<file path="src/rtl/tdc_pkg.sv">
// Shared widths, state encoding and configuration word for the TDC hit generator.
package tdc_pkg;

    localparam int DLY_W = 8;
    localparam int WID_W = 4;
    localparam int GAP_W = 8;
    localparam int CNT_W = 16;

    typedef enum logic {IDLE, RUN} hitgen_state_t;

    typedef struct packed {
        logic [DLY_W-1:0] delay;
        logic [WID_W-1:0] width;
        logic [GAP_W-1:0] gap;
        logic [CNT_W-1:0] count;
        logic [DLY_W-1:0] step;
    } hitgen_cfg_t;

endpackage

</file>
<file path="src/rtl/tdc_pulse_win.sv">
// Registered window comparator: win goes high the cycle after lo <= t < lo+len.
module tdc_pulse_win #(
    parameter int T_W = 10
) (
    input  logic           clk,
    input  logic           rst,
    input  logic           en,
    input  logic [T_W-1:0] t,
    input  logic [T_W-1:0] lo,
    input  logic [T_W-1:0] len,
    output logic           win
);

    logic [T_W:0] hi;

    // One extra bit so lo+len can never wrap below lo.
    assign hi = {1'b0, lo} + {1'b0, len};

    always_ff @(posedge clk or posedge rst) begin
        if (rst) win <= 1'b0;
        else     win <= en && (t >= lo) && ({1'b0, t} < hi);
    end

endmodule

</file>
<file path="src/rtl/tdc_hit_gen.sv">
// Programmable start/hit pulse-pair generator for TDC calibration runs.
// Define TDC_HIT_GEN_SWEEP_EN to advance the start-to-hit delay by cfg_step after every pair.
module tdc_hit_gen
    import tdc_pkg::*;
(
    input  logic             clk,
    input  logic             rst,
    input  logic             cfg_valid,
    output logic             cfg_ready,
    input  logic [DLY_W-1:0] cfg_delay,
    input  logic [WID_W-1:0] cfg_width,
    input  logic [GAP_W-1:0] cfg_gap,
    input  logic [CNT_W-1:0] cfg_count,
    input  logic [DLY_W-1:0] cfg_step,
    input  logic             abort,
    output logic             start_o,
    output logic             hit_o,
    output logic             busy,
    output logic             done,
    output logic [CNT_W-1:0] pair_cnt
);

    localparam int T_W = DLY_W + 2;

    hitgen_state_t  state, state_nxt;
    hitgen_cfg_t    cfg_in, cfg_q;
    logic [T_W-1:0] t, d_ext, w_len, per_m1;
    logic           accept, pair_end, last_pair, run_en;

    always_comb begin
        cfg_in       = '0;
        cfg_in.delay = cfg_delay;
        cfg_in.width = cfg_width;
        cfg_in.gap   = cfg_gap;
        cfg_in.count = cfg_count;
        cfg_in.step  = cfg_step;
    end

    assign accept    = cfg_valid && (state == IDLE) && !abort;
    assign d_ext     = T_W'(cfg_q.delay);
    assign w_len     = (cfg_q.width == '0) ? T_W'(1) : T_W'(cfg_q.width);
    assign per_m1    = d_ext + w_len + T_W'(cfg_q.gap) - T_W'(1);
    assign pair_end  = (state == RUN) && (t == per_m1);
    assign last_pair = (cfg_q.count != '0) && ((pair_cnt + CNT_W'(1)) == cfg_q.count);
    assign run_en    = (state == RUN) && !abort;

    always_comb begin
        state_nxt = state;
        case (state)
            IDLE:    if (accept) state_nxt = RUN;
            RUN:     if (abort || (pair_end && last_pair)) state_nxt = IDLE;
            default: state_nxt = IDLE;
        endcase
    end

    always_ff @(posedge clk or posedge rst) begin
        if (rst) begin
            state     <= IDLE;
            cfg_q     <= '0;
            t         <= '0;
            pair_cnt  <= '0;
            done      <= 1'b0;
            busy      <= 1'b0;
            cfg_ready <= 1'b1;
        end else begin
            state     <= state_nxt;
            busy      <= (state_nxt == RUN);
            cfg_ready <= (state_nxt == IDLE);
            done      <= run_en && pair_end && last_pair;
            if (accept) begin
                cfg_q    <= cfg_in;
                t        <= '0;
                pair_cnt <= '0;
            end else if (run_en) begin
                t <= pair_end ? '0 : t + T_W'(1);
                if (pair_end) begin
                    pair_cnt <= pair_cnt + CNT_W'(1);
`ifdef TDC_HIT_GEN_SWEEP_EN
                    cfg_q.delay <= cfg_q.delay + cfg_q.step;
`endif
                end
            end
        end
    end

`ifndef TDC_HIT_GEN_SWEEP_EN
    logic step_unused;
    assign step_unused = ^cfg_q.step;
`endif

    // Pulse registers see t one cycle late, so the first start lands one cycle after acceptance.
    tdc_pulse_win #(.T_W(T_W)) u_start_win (
        .clk (clk),
        .rst (rst),
        .en  (run_en),
        .t   (t),
        .lo  ('0),
        .len (w_len),
        .win (start_o)
    );

    tdc_pulse_win #(.T_W(T_W)) u_hit_win (
        .clk (clk),
        .rst (rst),
        .en  (run_en),
        .t   (t),
        .lo  (d_ext),
        .len (w_len),
        .win (hit_o)
    );

endmodule

</file>
<file path="config.mk">
export PLATFORM = sky130hd
export DESIGN_NAME = tdc_hit_gen
export DESIGN_NICKNAME = d
export VERILOG_FILES = /design/src/rtl/tdc_pkg.sv /design/src/rtl/tdc_pulse_win.sv /design/src/rtl/tdc_hit_gen.sv
export SDC_FILE = /design/constraint.sdc
export NUM_CORES = 1
export LEC_CHECK = 0
export CAP_MARGIN = 20
export CORE_MARGIN = 2
export CORE_UTILIZATION = 50
export DETAILED_ROUTE_END_ITERATION = 16
export PLACE_DENSITY_LB_ADDON = 0.3
export RECOVER_POWER = 100
export SLEW_MARGIN = 40
export SYNTH_ARGS = -nofsm -noshare
export SYNTH_HDL_FRONTEND = slang
export SYNTH_SLANG_ARGS = --single-unit
</file>
<file path="constraint.sdc">
create_clock -name clk -period 3.3 [get_ports clk]
set_clock_uncertainty 0.1 [all_clocks]
set_input_delay 0.825 -clock clk [delete_from_list [all_inputs] [get_ports clk]]
set_output_delay 0.825 -clock clk [all_outputs]
set_load 0.01 [all_outputs]
</file>
==> flow_summary.json <==
{
  "critPathRequiredTime_ns": 3.42,
  "antenna_found_initial": 0,
  "pre_cts_ws_ns": -0.362,
  "cts.sinks": 67,
  "top_cells_by_count": "nand2_1 (94), dfrtp_1 (66), inv_1 (48)",
  "violations": "setup timing",
  "cp_cell_sequence": "inv_2, ha_4, inv_2, fa_1, ha_2, inv_2, fa_2, xor2_1, nand4_1, nor2_1, nand4b_1, nor4b_4, buf_4, nand4_1, mux2i_1",
  "top_layer_used": "met4",
  "timing.final.ws_setup_ns": -0.314,
  "logic_area_um2": 3110,
  "synth.area.top_cells": "dfrtp_1 (34%), ha_1 (12%), nand2_1 (7.2%), xnor2_1 (4.8%), o21ai_0 (3.7%)",
  "largest_area_cell": "dfrtp_1",
  "status": "finished, violations left",
  "p_leak_nw": 2.90,
  "max-slew-margin-rel_pct": 22.0,
  "ys_cells": 567,
  "cp_common_cell": "inv_2",
  "drc": 0,
  "cts_buffer_depth": 2,
  "ant_nets": 0,
  "setup_violations": 29
}
## metrics by stage
step | utilization [%] | power, mW | cells
after detailed placement | 61.7 | 2.73 | 768
after floorplan | - | 2.20 | 567
final | 64.8 | 3.55 | 786
after global placement | 61.7 | 2.66 | 768
after CTS | 64.3 | 3.51 | 785
after global routing | 64.8 | 3.84 | 786
## final cells by class
| class | instances | area share [%] |
|---|---|---|
| timing repair buffer | 99 | 14.4 |
| clock buffer | 14 | 2.77 |
| sequential | 67 | 26.9 |
| multi-input combinational | 423 | 49.8 |
| inverter | 48 | 2.89 |
| clock inverter | 2 | 0.561 |
| tap | 133 | 2.67 |
## path summary, 6_finish.rpt
check                           startpoint            to  slack (ns)  cells past startpoint
min in group asynchronous              rst  pair_cnt[11]        0.98                      2
worst min register to register   cfg_q[16]     cfg_q[16]        0.42                      2
worst max register to register   cfg_q[37]   pair_cnt[2]       -0.31                     15
worst max-delay path             cfg_q[37]   pair_cnt[2]       -0.31                     15
max in group asynchronous              rst   pair_cnt[1]        0.47                      3
worst min-delay path             cfg_q[16]     cfg_q[16]        0.42                      2
## kinds of logic (layout without fill, tap and decap cells)
kind of cell / after synthesis / after routing / synth area share (%)
buffers and inverters: 77 / 163 / 6.17
xor gates and xnor gates: 42 / 42 / 7.53
adders and majority gates: 51 / 51 / 13.8
AOI/OAI and AO/OA: 109 / 109 / 14.5
muxes: 11 / 11 / 2.28
and+or+nand+nor: 210 / 210 / 21.4
DFF: 67 / 67 / 34.3
## power breakdown
part	total [mW]	internal, mW	switching (mW)
logic	1.82	0.871	0.945
registers	1.01	0.911	0.103
clock network	0.724	0.411	0.313
## repair_timing
action,CTS,global route
hold buffers,0,0
endpoints found under the hold margin,0,0
endpoints found under the setup margin,29,29
setup buffers,1,1
pin swaps,11,7
resized,9,17
Figure 1. Wiring by layer.
Only two layers are drawn.
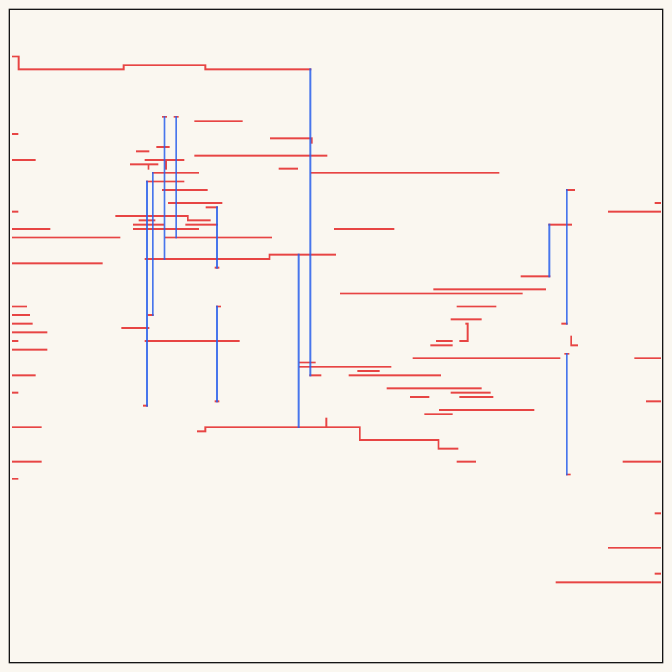
[red] met3 | wire length: 632 µm
[blue] met4 | wire length: 248 µm
via count: 4401
wire per inst: 15.5 µm
GRT Util Overall: 24.3%

Figure 2. The metal 3 layer.
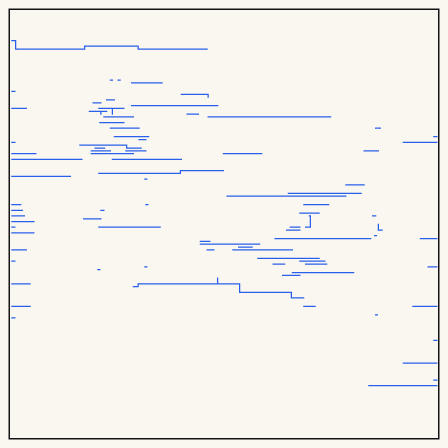
main direction: horizontal
nets with wire on the layer: 67
share of all routed wire: 5.2%
wire length on this layer: 632 µm
met3 Use GR: 4.20%
Post-Route WL: 12.2 mm

Figure 3. Congestion heat map.
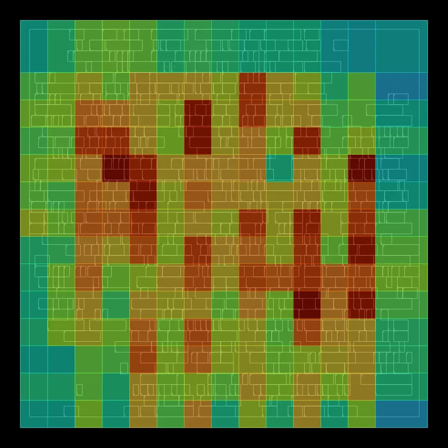
grt met1 use: 31.2%
Util after Layout: 64.8%
Most Crowded Layer GR: met2
GR Util met2: 41.1%

Figure 4. Ports around the boundary.
Pins as bars across the die edge, other pins in grey.
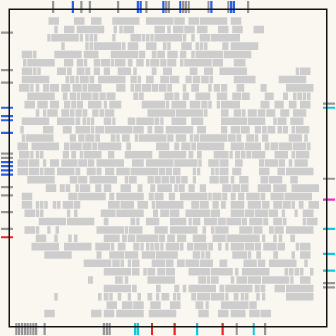
[red] `cfg_width` | pins: 4 | direction: input | edge: 3 south, 1 west
[blue] `pair_cnt` | pins: 16 | direction: output | edge: 8 north, 8 west
[cyan] `cfg_delay` | pins: 8 | direction: input | edge: 4 south, 4 east
[magenta] `start_o` | pins: 1 | direction: output | edge: east
all pins by edge: 21 north, 21 south, 18 west, 9 east

Power is estimated from default activity; no workload was simulated.
